Fig. 1: run 1, cell sizes after repair
Scale bar: 20 um.
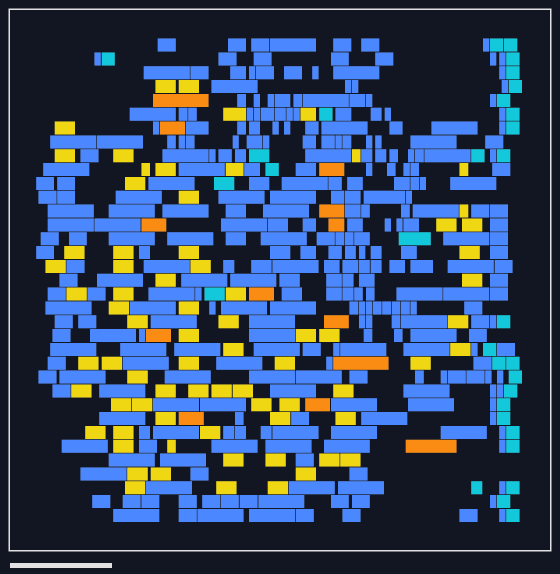
Fig. 2: run 1, clock wiring as the flow saved it
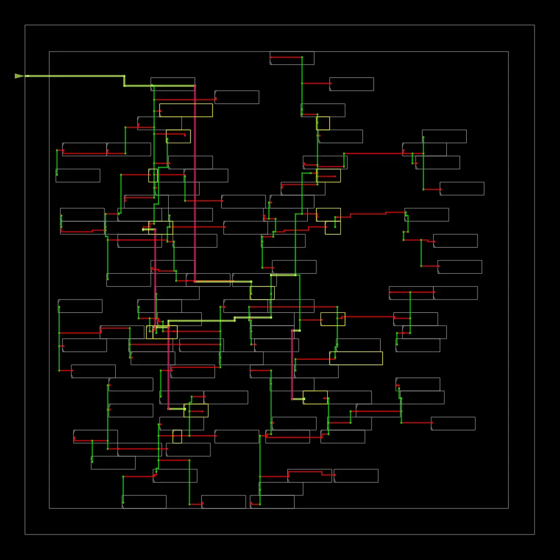
Fig. 3: run 1, cell classes on the final placement
Scale bar: 20 um.
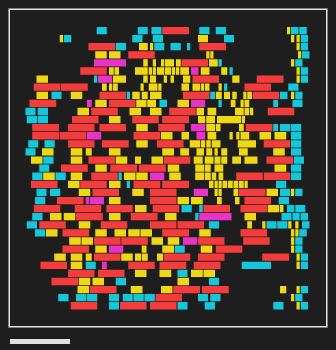
Fig. 4: run 1, clock wires, drivers and flops
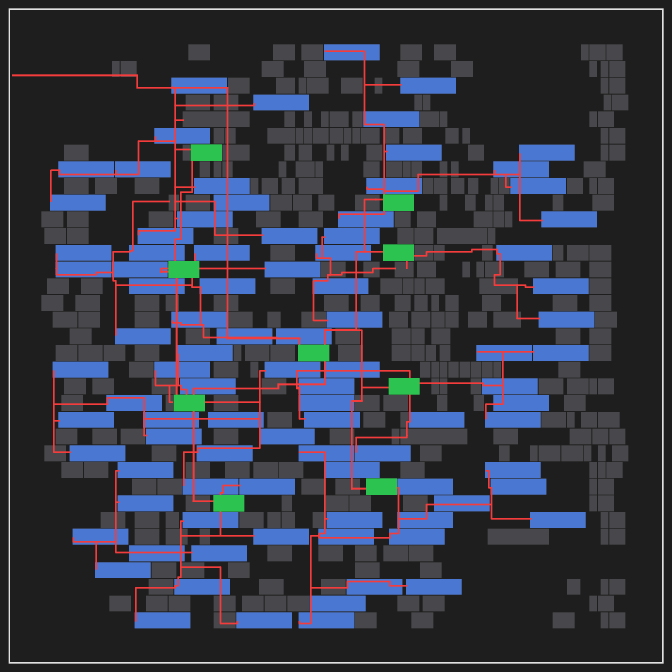
[src/rtl/imem_loader.sv]
// rtl/imem_loader.sv - byte-stream program loader that fills instruction memory and releases the CPU
module imem_loader #(
    parameter int          ADDR_WIDTH = 8,
    parameter logic [31:0] BASE_ADDR  = 32'h00000000
) (
    input  logic                clock,
    input  logic                reset,
    input  logic                start,
    input  logic [7:0]          in_data,
    input  logic                in_valid,
    output logic                in_ready,
    output logic                mem_we,
    output logic [31:0]         mem_addr,
    output logic [31:0]         mem_wdata,
    output logic                cpu_run,
    output logic                busy,
    output logic                error,
    output logic [ADDR_WIDTH:0] words_loaded
);

    localparam int          CW       = ADDR_WIDTH + 1;
    localparam logic [32:0] maxWords = 33'd1 << ADDR_WIDTH;

    typedef enum logic [2:0] {
        IDLE,
        LEN,
        DATA,
        WRITE,
        DONE,
        ERR
    } loaderState_t;

    loaderState_t  state;
    logic [1:0]    byteCnt;
    logic [23:0]   shiftReg;
    logic [CW-1:0] wordTotal;

    logic [31:0]   assembled;
    logic          byteXfer;
    logic [CW-1:0] nextLoaded;
    logic [31:0]   wordOffset;

    assign in_ready   = (state == LEN) || (state == DATA);
    assign byteXfer   = in_valid && in_ready;
    // The incoming byte is the least significant one, so the word is complete on the 4th byte.
    assign assembled  = {shiftReg, in_data};
    assign nextLoaded = words_loaded + CW'(1);
    assign wordOffset = 32'(words_loaded) << 2;

    always_ff @(posedge clock or posedge reset) begin
        if (reset) begin
            state        <= IDLE;
            byteCnt      <= 2'd0;
            shiftReg     <= 24'd0;
            wordTotal    <= '0;
            mem_we       <= 1'b0;
            mem_addr     <= 32'd0;
            mem_wdata    <= 32'd0;
            cpu_run      <= 1'b0;
            busy         <= 1'b0;
            error        <= 1'b0;
            words_loaded <= '0;
        end else begin
            case (state)
                IDLE, DONE, ERR: begin
                    if (start) begin
                        state        <= LEN;
                        busy         <= 1'b1;
                        error        <= 1'b0;
                        cpu_run      <= 1'b0;
                        words_loaded <= '0;
                        byteCnt      <= 2'd0;
                    end
                end
                LEN: begin
                    if (byteXfer) begin
                        shiftReg <= assembled[23:0];
                        byteCnt  <= byteCnt + 2'd1;
                        if (byteCnt == 2'd3) begin
                            if (assembled == 32'd0) begin
                                state   <= DONE;
                                busy    <= 1'b0;
                                cpu_run <= 1'b1;
                            end else if ({1'b0, assembled} > maxWords) begin
                                state <= ERR;
                                busy  <= 1'b0;
                                error <= 1'b1;
                            end else begin
                                state     <= DATA;
                                wordTotal <= assembled[CW-1:0];
                            end
                        end
                    end
                end
                DATA: begin
                    if (byteXfer) begin
                        shiftReg <= assembled[23:0];
                        byteCnt  <= byteCnt + 2'd1;
                        if (byteCnt == 2'd3) begin
                            state     <= WRITE;
                            mem_we    <= 1'b1;
                            mem_wdata <= assembled;
                            mem_addr  <= BASE_ADDR + wordOffset;
                        end
                    end
                end
                WRITE: begin
                    mem_we       <= 1'b0;
                    words_loaded <= nextLoaded;
                    if (nextLoaded == wordTotal) begin
                        state   <= DONE;
                        busy    <= 1'b0;
                        cpu_run <= 1'b1;
                    end else begin
                        state <= DATA;
                    end
                end
                default: state <= IDLE;
            endcase
        end
    end

endmodule

[config.mk]
export PLATFORM = sky130hd
export DESIGN_NAME = imem_loader
export DESIGN_NICKNAME = d
export VERILOG_FILES = /design/src/rtl/imem_loader.sv
export SDC_FILE = /design/constraint.sdc
export NUM_CORES = 1
export LEC_CHECK = 0
export CORE_MARGIN = 5
export CORE_UTILIZATION = 45
export DETAILED_ROUTE_END_ITERATION = 6
export GPL_TIMING_DRIVEN = 0
export PLACE_DENSITY_LB_ADDON = 0.3
export SKIP_CTS_REPAIR_TIMING = 1
export SYNTH_ARGS = -nofsm -noshare
export SYNTH_HDL_FRONTEND = slang
export SYNTH_SLANG_ARGS = --single-unit
export TNS_END_PERCENT = 1
[constraint.sdc]
create_clock -name clock -period 4.59 [get_ports clock]
set_input_delay 1.1475 -clock clock [delete_from_list [all_inputs] [get_ports clock]]
set_output_delay 1.1475 -clock clock [all_outputs]
set_load 0.01 [all_outputs]
==> results_dict.tcl, run 1 <==
# implementation run metrics
set metrics [dict create \
    outcome "finished clean" \
    maxSlewHeadroom 0.589 \
    first_global_vias 2838 \
    switching_share 0.326 \
    chipHeight_um 106 \
    r2r-start "shiftReg[13]" \
    detailed_routing_iteration_count_for_the_pre_antenna_repair_pass 4 \
    numPortBuffers 66 \
    fin_util 0.581 \
    diodes 0 \
    warning_count 26 \
    ctsHtreeMaxLevel 3 \
    min_from "error" \
    grtUsageTotal 0.165 \
    cts_tree "yes" \
    chipWidth_um 106 \
    achievable-frequency_mhz 322 \
    timing.clock.skew_ns 0.00818 \
    worst_setup_path_end_kind "flip-flop" \
    route.vias.total 2819 \
    hpwlAfterDp_um 6680 \
    pwr_density_cell_nw_per_um2 630 \
    routed_wirelength_um 8860 \
    wire_per_inst_um 16.3 \
    combPwrFrac 0.403 \
    antenna_violations_before_repair 0 \
    rsz0062_at_grt "no" \
    synth_cell_types 49 \
    r2r_endpoint "wordTotal[0]" \
    largest_area_cell "dfrtp_1" \
    core_area_sq_um 9110 \
    place.gp.congestion 0.833 \
    critPathArrivalTime_ns 3.33 \
    maxCapViolCount 0 \
    synth_async_sr_flop_share 1.00 \
    max-vdd-ir-drop_mv 0.304 \
    post_synth_inst_count 326 \
    cp_data_required_time_ns 4.82 \
    min_path_cells 2 \
    clk_path_buf_depth 2 \
    grt-busiest-layer "met2" \
    ff2ff_path_depth 6 \
    static-leakage-power_nw 2.35 \
    synth.area.top_cells "dfrtp_1 55%, mux2_2 18%, buf_4 4.5%" \
    worst-slew-pin-transition_ns 0.616 \
    place_area_sq_um 5070 \
    route.detailed.drc 0 \
]
## Picture notes: Fig. 1
yellow -> drive 2  # cells 73, share 17%, most used mux2_2
blue -> drive 1 or less  # cells 314, share 73%, most used dfrtp_1
cyan -> drive 3 to 4  # cells 31, share 7.2%, most used buf_4
orange -> drive 6 and up  # cells 13, share 3.0%, most used clkbuf_8

## Picture notes: Fig. 2
flip-flop and latch count: 92
clock tree buffer count of the final layout: 10
clk sink count: 92
clock insertion delay at the later pin of the skew report: 0.35 ns

## Picture notes: Fig. 3
magenta -> clock drivers and dummy loads  # cells 16
cyan -> other buffers and delay cells  # cells 106
red -> flip-flops  # cells 92
yellow -> all other logic  # cells 217

## Picture notes: Fig. 4
red -> clock wires  # length 1080 um
green -> cells driving clock nets  # count 9
blue -> flip-flops  # count 92
routed clock nets = 10

[run 1: logic make-up (layout without fill, tap and decap cells)]
group / count (synthesis) / count (layout) / synth area share
AND-OR/OR-AND: 38 / 38 / 0.0595
other: 1 / 23 / 0.000901
flip-flops: 92 / 92 / 0.553
multiplexers: 74 / 74 / 0.200
XOR/XNOR: 11 / 11 / 0.0265
buffers and inverters: 45 / 128 / 0.0640
AND/OR/NAND/NOR: 63 / 63 / 0.0899
adder cells (fa/ha/maj): 2 / 2 / 0.00601
[run 1: stage by stage]
stage	hold WS (ns)	worst slack [ns]	power (mW)
after global placement	0.482	-0.297	2.73
final	0.494	1.49	3.33
after detailed placement	0.477	1.11	2.78
after floorplan	0.460	1.05	2.12
after global routing	0.520	1.40	3.55
after CTS	0.498	1.49	3.38
[run 1: metal layers]
metal  part of all wire  vias to the layer above
met5                  0                        -
met4              0.018                        0
met3              0.060                       12
met2               0.48                       85
met1               0.44                     1407
li1                   -                     1315
[run 1: cells in the final DEF, fill, tap and decap left out, drive strengths merged, types with 2 or more instances in the layout]
cell type and instances:
xor2 3, and2 2, clkinv 2, mux2 74, nor3 5, o41ai 2
ha 2, dfrtp 92, a211o 2, nand2 11, o21a 3, nand3 7
clkdlybuf4s50 66, a21oi 4, nand4 4, conb 23, bufinv 2, inv 7
xnor2 7, clkbuf 17, o21ai 16, nand3b 2, nor2 13, nor4 7
buf 33, a31oi 2, nor2b 2, or4 3, o31ai 2
[run 1: synth_stat cells (4+ instances only)]
cell type,instances
buf_1,4
buf_4,25
clkbuf_1,7
dfrtp_1,92
inv_1,6
mux2_1,9
mux2_2,65
nand2_1,11
nand3_1,6
nand4_1,4
nor2_1,13
nor3_1,4
nor4_1,6
o21ai_0,11
o21ai_1,5
xnor2_1,7
[run 1: cell type report]
class / instances / area, sq um / area share
buffer: 39 / 244 / 0.0461
clock buffer: 10 / 128 / 0.0241
timing repair buffer: 67 / 688 / 0.130
inverter: 6 / 25.0 / 0.00473
sequential: 92 / 2300 / 0.435
multi-input combinational: 211 / 1680 / 0.317
clock inverter: 6 / 86.3 / 0.0163
tap: 111 / 139 / 0.0263
[run 1: flip-flops by register name (all words and copies together) (netlist names)]
name and cells:
busy 1, byteCnt 2, cpu_run 1, error 1, mem_addr 9, mem_wdata 32
mem_we 1, shiftReg 24, state 3, wordTotal 9, words_loaded 9
[run 1: critical path, stage by stage]
cell and delay [ns]:
clkdlybuf4s50_1 0.51, or4_4 0.57, o21a_1 0.24, nor4_2 0.16, nor2b_1 0.18, buf_4 0.19, mux2_1 0.33
[run 1: power by group through the flow]
stage | Combinational (mW) | Clock [mW] | Sequential (mW)
floorplan | 0.678 | 0 | 1.44
global placement | 1.32 | 0 | 1.41
detailed placement | 1.36 | 0 | 1.42
CTS | 1.37 | 0.601 | 1.41
global route | 1.46 | 0.642 | 1.45
finish | 1.34 | 0.586 | 1.40
[run 1: worst max-delay path by stage]
| stage | end | cells past startpoint |
|---|---|---|
| floorplan | busy | 1 |
| global placement | mem_wdata[1] | 2 |
| detailed placement | wordTotal[6] | 7 |
| CTS | wordTotal[6] | 7 |
| global route | wordTotal[0] | 7 |
| finish | wordTotal[0] | 7 |
Fig. 5: run 1, I/O pins on the die edge
Pins as bars across the die edge, other pins in gray.
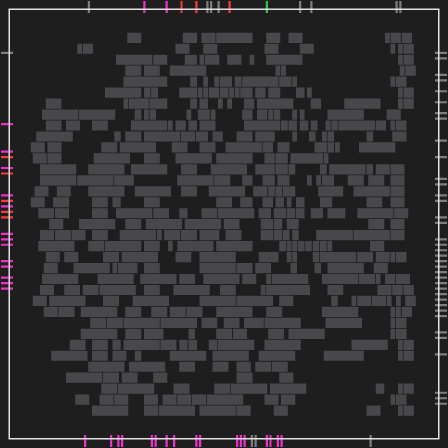

==> run 1 -> run 2 <==
clock period = 2.55 ns   (was 4.59 ns; I/O delays follow)
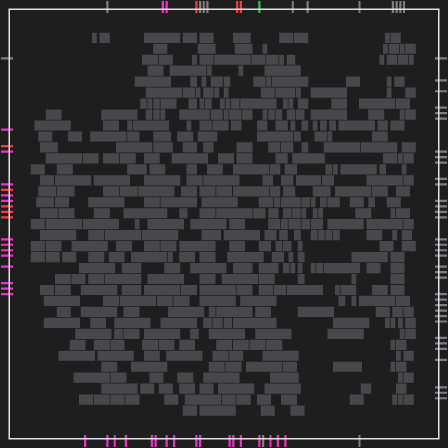
Fig. 6. I/O pins on the die edge (run 2).
Pins as bars across the die edge, other pins in gray.
red -> in_data  # pins 8, direction input, edge 5 left, 3 top
green -> start  # pins 1, direction input, edge top
magenta -> mem_wdata  # pins 32, direction output, edge 17 bottom, 13 left, 2 top
all pins by edge = 35 right, 19 left, 19 bottom, 17 top

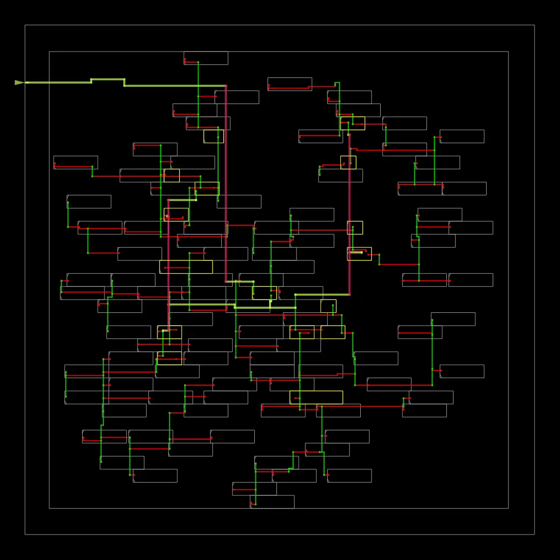
Fig. 7. Clock wiring as the flow saved it (run 2).
CTS buffer count: 9
Layout Skew: 0.00873 ns

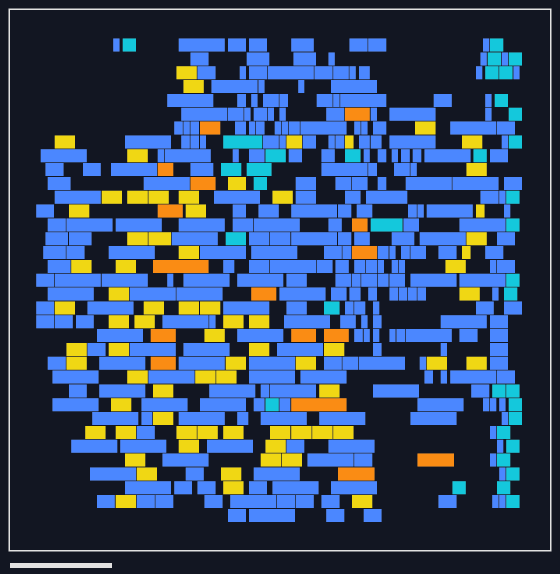
Fig. 8. Cell sizes after repair (run 2).
Scale bar: 20 um.
orange -> drive 6 and up  # cells 16, share 3.7%, most used clkbuf_8
yellow -> drive 2  # cells 72, share 17%, most used mux2_2
cyan -> drive 3 to 4  # cells 35, share 8.1%, most used buf_4
blue -> drive 1 or less  # cells 311, share 72%, most used dfrtp_1

==> results_dict.tcl, run 2 <==
# implementation run metrics
set metrics [dict create \
    min_from "mem_addr[3]" \
    diodes 0 \
    antenna_violations_before_repair 0 \
    clock_sink_count 92 \
    place_area_sq_um 5090 \
    max-vdd-ir-drop_mv 0.623 \
    synth.most_common_cell "dfrtp_1" \
    clock_insertion_delay_worst_skew_ns 0.35 \
    cts_tree "yes" \
    clk_path_buf_depth 2 \
    top_register "mem_wdata" \
    synth.area.top_cells "dfrtp_1 55%, mux2_2 18%, buf_4 4.5%" \
    outcome "finished clean" \
    grtUsageTotal 0.164 \
    static-leakage-power_nw 2.44 \
    achievable-frequency_mhz 417 \
    route.detailed.drc 0 \
    switching_share 0.333 \
    final_cell_mix "92 x dfrtp_1, 65 x mux2_2, 58 x clkdlybuf4s50_1, 26 x buf_4, 23 x conb_1" \
    detailed_routing_iteration_count_for_the_pre_antenna_repair_pass 4 \
    synth_async_sr_flop_share 1.00 \
    critical_path_cell_with_the_highest_stage_delay "clkdlybuf4s50_1" \
    timing.critical_path.cells "clkbuf_1 -> xnor2_1 -> nor2_1 -> clkdlybuf4s50_1" \
    post_synth_inst_count 326 \
    chipHeight_um 106 \
    ctsHtreeMaxLevel 3 \
    placement.setup.worst_slack_ns -0.397 \
    largest_registers "mem_wdata x32, shiftReg x24" \
    logic_family "multiplexers" \
    chipWidth_um 106 \
    worst_setup_path_end_kind "output pin" \
    layout.area.seq_sq_um 2300 \
    place.gp.congestion 0.841 \
    post_synth_mux_area_share 0.200 \
    worst-slew-pin-transition_ns 0.629 \
    combPwrFrac 0.399 \
    routed_wirelength_um 8860 \
    largest_register_ffs 32 \
    post_synthesis_share_of_cell_area_spent_on_xor_and_xnor_gates 0.0265 \
    mostFrequentLayoutCell "dfrtp_1" \
    cp_data_required_time_ns 1.91 \
    hpwlAfterDp_um 6510 \
    cp_top_family "buffers and inverters" \
]
run 2: cell counts after synthesis:
Identical to the previous run, type by type.
run 2: final timing paths:
kind / to / slack, ns / cells after the start
max reg2reg: wordTotal[6] / 0.23 / 7
max: in_ready / 0.15 / 4
min: mem_addr[3] / 0.51 / 1
max in group asynchronous: shiftReg[8] / 1.14 / 4
min reg2reg: mem_addr[3] / 0.51 / 1
min in group asynchronous: words_loaded[7] / 0.63 / 2
run 2: layout make-up:
cell class	count	share of cell area
Buffer	39	0.0453
Clock buffer	9	0.0230
Clock inverter	7	0.0198
Inverter	6	0.00488
Multi-Input combinational cell	211	0.316
Sequential cell	92	0.428
Tap cell	111	0.0258
Timing Repair Buffer	70	0.137
run 2: per-stage QoR:
| step | hold WS, ns | TNS (ns) | total power, mW | instances | util |
|---|---|---|---|---|---|
| after floorplan | 0.460 | 0 | 3.82 | 348 | - |
| after global placement | 0.486 | -14.48 | 4.90 | 525 | 0.554 |
| after detailed placement | 0.488 | -5.49 | 5.00 | 527 | 0.559 |
| after CTS | 0.515 | -0.0795 | 6.14 | 543 | 0.584 |
| after global routing | 0.533 | 0 | 6.46 | 545 | 0.591 |
| final | 0.511 | 0 | 6.08 | 545 | 0.591 |
run 2: layer usage:
layer / global-route usage / part of all wire / up-vias
met5: 0 / 0 / -
met2: 0.261 / 0.48 / 83
met4: 0.0518 / 0.013 / 0
met1: 0.225 / 0.45 / 1438
li1: - / - / 1326
met3: 0.0340 / 0.053 / 11
run 2: power by group through the flow:
| stage | clock, mW | combinational [mW] | sequential (mW) |
|---|---|---|---|
| final | 1.13 | 2.43 | 2.53 |
| after global routing | 1.21 | 2.64 | 2.61 |
| after detailed placement | 0 | 2.44 | 2.55 |
| after CTS | 1.15 | 2.46 | 2.53 |
| after floorplan | 0 | 1.22 | 2.60 |
| after global placement | 0 | 2.37 | 2.53 |
run 2: kinds of logic after synthesis:
kind of cell,after synthesis
XOR/XNOR,11
other,1
flip-flops,92
AND-OR/OR-AND,38
AND/OR/NAND/NOR,63
buffers and inverters,45
adder cells (fa/ha/maj),2
multiplexers,74
run 2: worst reg2reg max path: stages, from the launching register on:
cell             delay (ns)
dfrtp_1                0.43
nor4_1                 0.40
nand4_1                0.14
buf_4                  0.18
nor4_4                 0.30
nor2b_4                0.19
clkdlybuf4s15_2        0.25
mux2_1                 0.33
Fig. 9: run 2, clock wires, drivers and flops
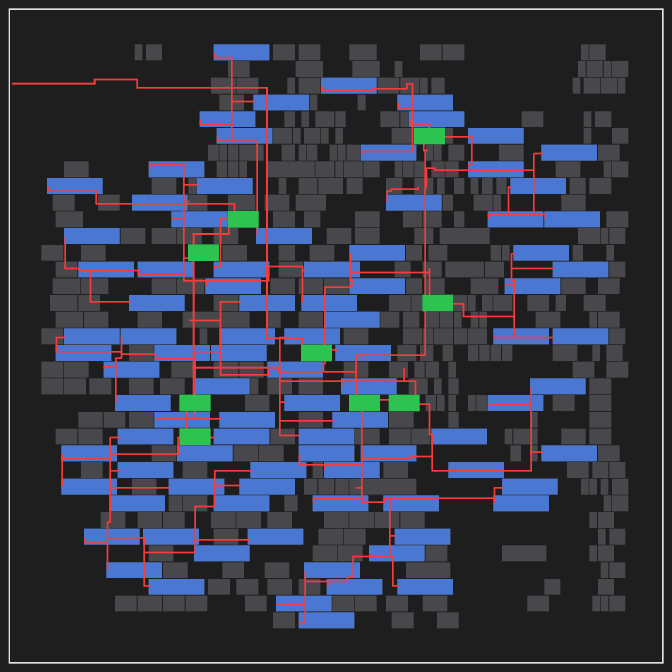

==> run 2 -> run 3 <==
CORE_UTILIZATION = 25   (was 45)
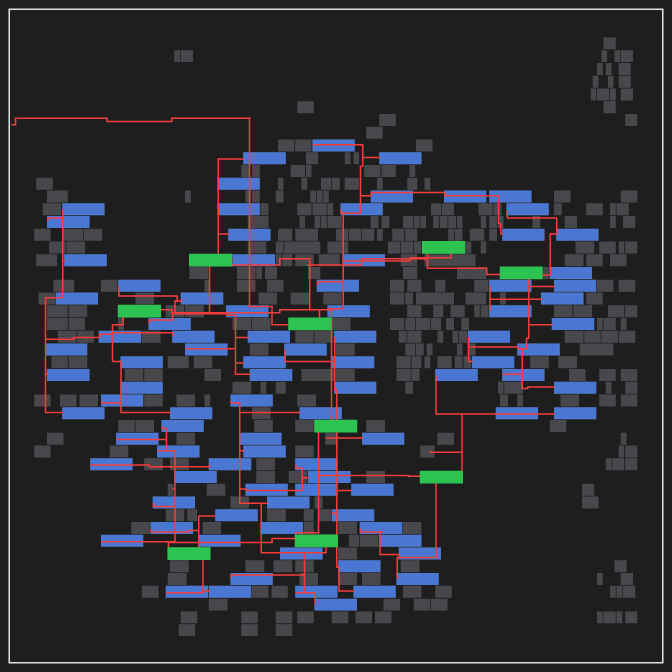
Fig. 10. Clock wires, drivers and flops (run 3).
green -> cells driving clock nets  # count 9
red -> clock wires  # length 1280 um
blue -> flip-flops  # count 92
routed clock nets = 10

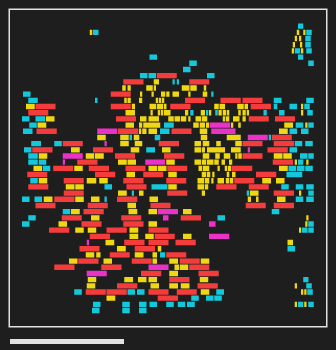
Fig. 11. Cell classes on the final placement (run 3).
Scale bar: 50 um.
red -> flip-flops  # cells 92
magenta -> clock drivers and dummy loads  # cells 16
cyan -> other buffers and delay cells  # cells 109
yellow -> all other logic  # cells 217

==> results_dict.tcl, run 3 <==
# implementation run metrics
set metrics [dict create \
    static-leakage-power_nw 2.46 \
    placement.setup.worst_slack_ns -0.418 \
    hpwlAfterDp_um 7510 \
    clock_insertion_delay_worst_skew_ns 0.35 \
    worst-slew-pin-transition_ns 0.705 \
    place.gp.congestion 0.777 \
    highest-signal-layer "met4" \
    diodes 0 \
    route.detailed.drc 0 \
    totalPowerFinal_mw 6.29 \
    synth.area.top_cells "dfrtp_1 55%, mux2_2 18%, buf_4 4.5%" \
    drt-met1-wl_um 4640 \
    ff2ff_path_depth 7 \
    worst_setup_path_end_kind "output pin" \
    achievable-frequency_mhz 417 \
    cts_tree "yes" \
    min_path_cells 2 \
    routed_wirelength_um 10100 \
    setup-tns-final_ns 0 \
    post_synth_inst_count 326 \
    cts_made_buffers 9 \
    chipHeight_um 139 \
    largest_register_ffs 32 \
    ff2ff_setup_slack_ns 0.22 \
    top_register "mem_wdata" \
    antenna_violations_before_repair 0 \
    grtUsageTotal 0.106 \
    synth_async_sr_flop_share 1.00 \
    cp_data_required_time_ns 1.91 \
    whs_ns 0.499 \
    final_cell_mix "92 x dfrtp_1, 65 x mux2_2, 58 x clkdlybuf4s50_1, 26 x buf_4, 23 x conb_1" \
    outcome "finished clean" \
    ctsHtreeMaxLevel 3 \
    critical_path_cell_with_the_highest_stage_delay "clkdlybuf4s50_1" \
]
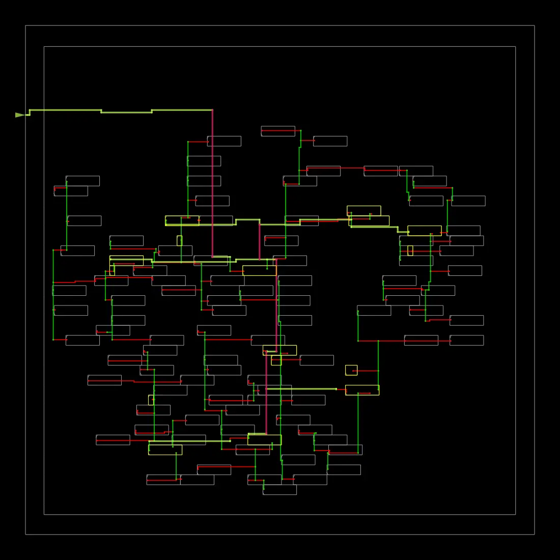
Fig. 12. Clock wiring as the flow saved it (run 3).
Layout Skew: 0.00734 ns
clock tree buffer count of the final layout: 13
clock network power: 1.32 mW

[run 3: cell counts after synthesis]
No cell type changed its count.
[run 3: worst paths after layout]
check,startpoint,endpoint
worst min-delay path,error,error
worst max register to register,shiftReg[13],wordTotal[4]
worst max-delay path,state[0],in_ready
max in group asynchronous,reset,shiftReg[22]
min in group asynchronous,reset,mem_addr[10]
worst min register to register,error,error
[run 3: cell type report]
cell class	count	area (sq um)
Inverter	6	26.3
Buffer	39	244
Fill cell	1667	10900
Tap cell	220	275
Multi-Input combinational cell	211	1700
Timing Repair Buffer	70	739
Clock buffer	13	240
Sequential cell	92	2300
Clock inverter	3	46.3
[run 3: critical path, delay by kind of cell, from the launching register on]
family                 cells  cell delay, ns
buffers and inverters      2            0.76
flip-flops                 1            0.36
XOR/XNOR                   1            0.16
AND/OR/NAND/NOR            1            0.13
[run 3: power by group]
group / switching, mW / leakage (nW) / internal [mW]
clock network: 0.552 / 0.134 / 0.765
registers: 0.462 / 1.14 / 2.07
logic: 1.01 / 1.18 / 1.42
[run 3: kinds of logic after synthesis]
logic type      synth area share
other cells             0.000901
xor+xnor                  0.0265
mux                        0.200
simple gates              0.0899
compound gates            0.0595
fa+ha+maj                0.00601
buf+inv                   0.0640
flops                      0.553
[run 3: per-layer routing]
metal | vias up | GRT usage
li1 | 1325 | -
met1 | 1406 | 0.135
met2 | 78 | 0.170
met3 | 9 | 0.0448
met4 | 0 | 0.0247
met5 | - | 0
[run 3: stage by stage]
step | instance area (sq um) | instances | utilization
after floorplan | 4250 | 348 | -
final | 5570 | 654 | 0.338
after detailed placement | 5230 | 636 | 0.317
after global placement | 5180 | 634 | 0.315
after CTS | 5510 | 652 | 0.335
after global routing | 5570 | 654 | 0.338
Power is estimated from default activity; no workload was simulated.
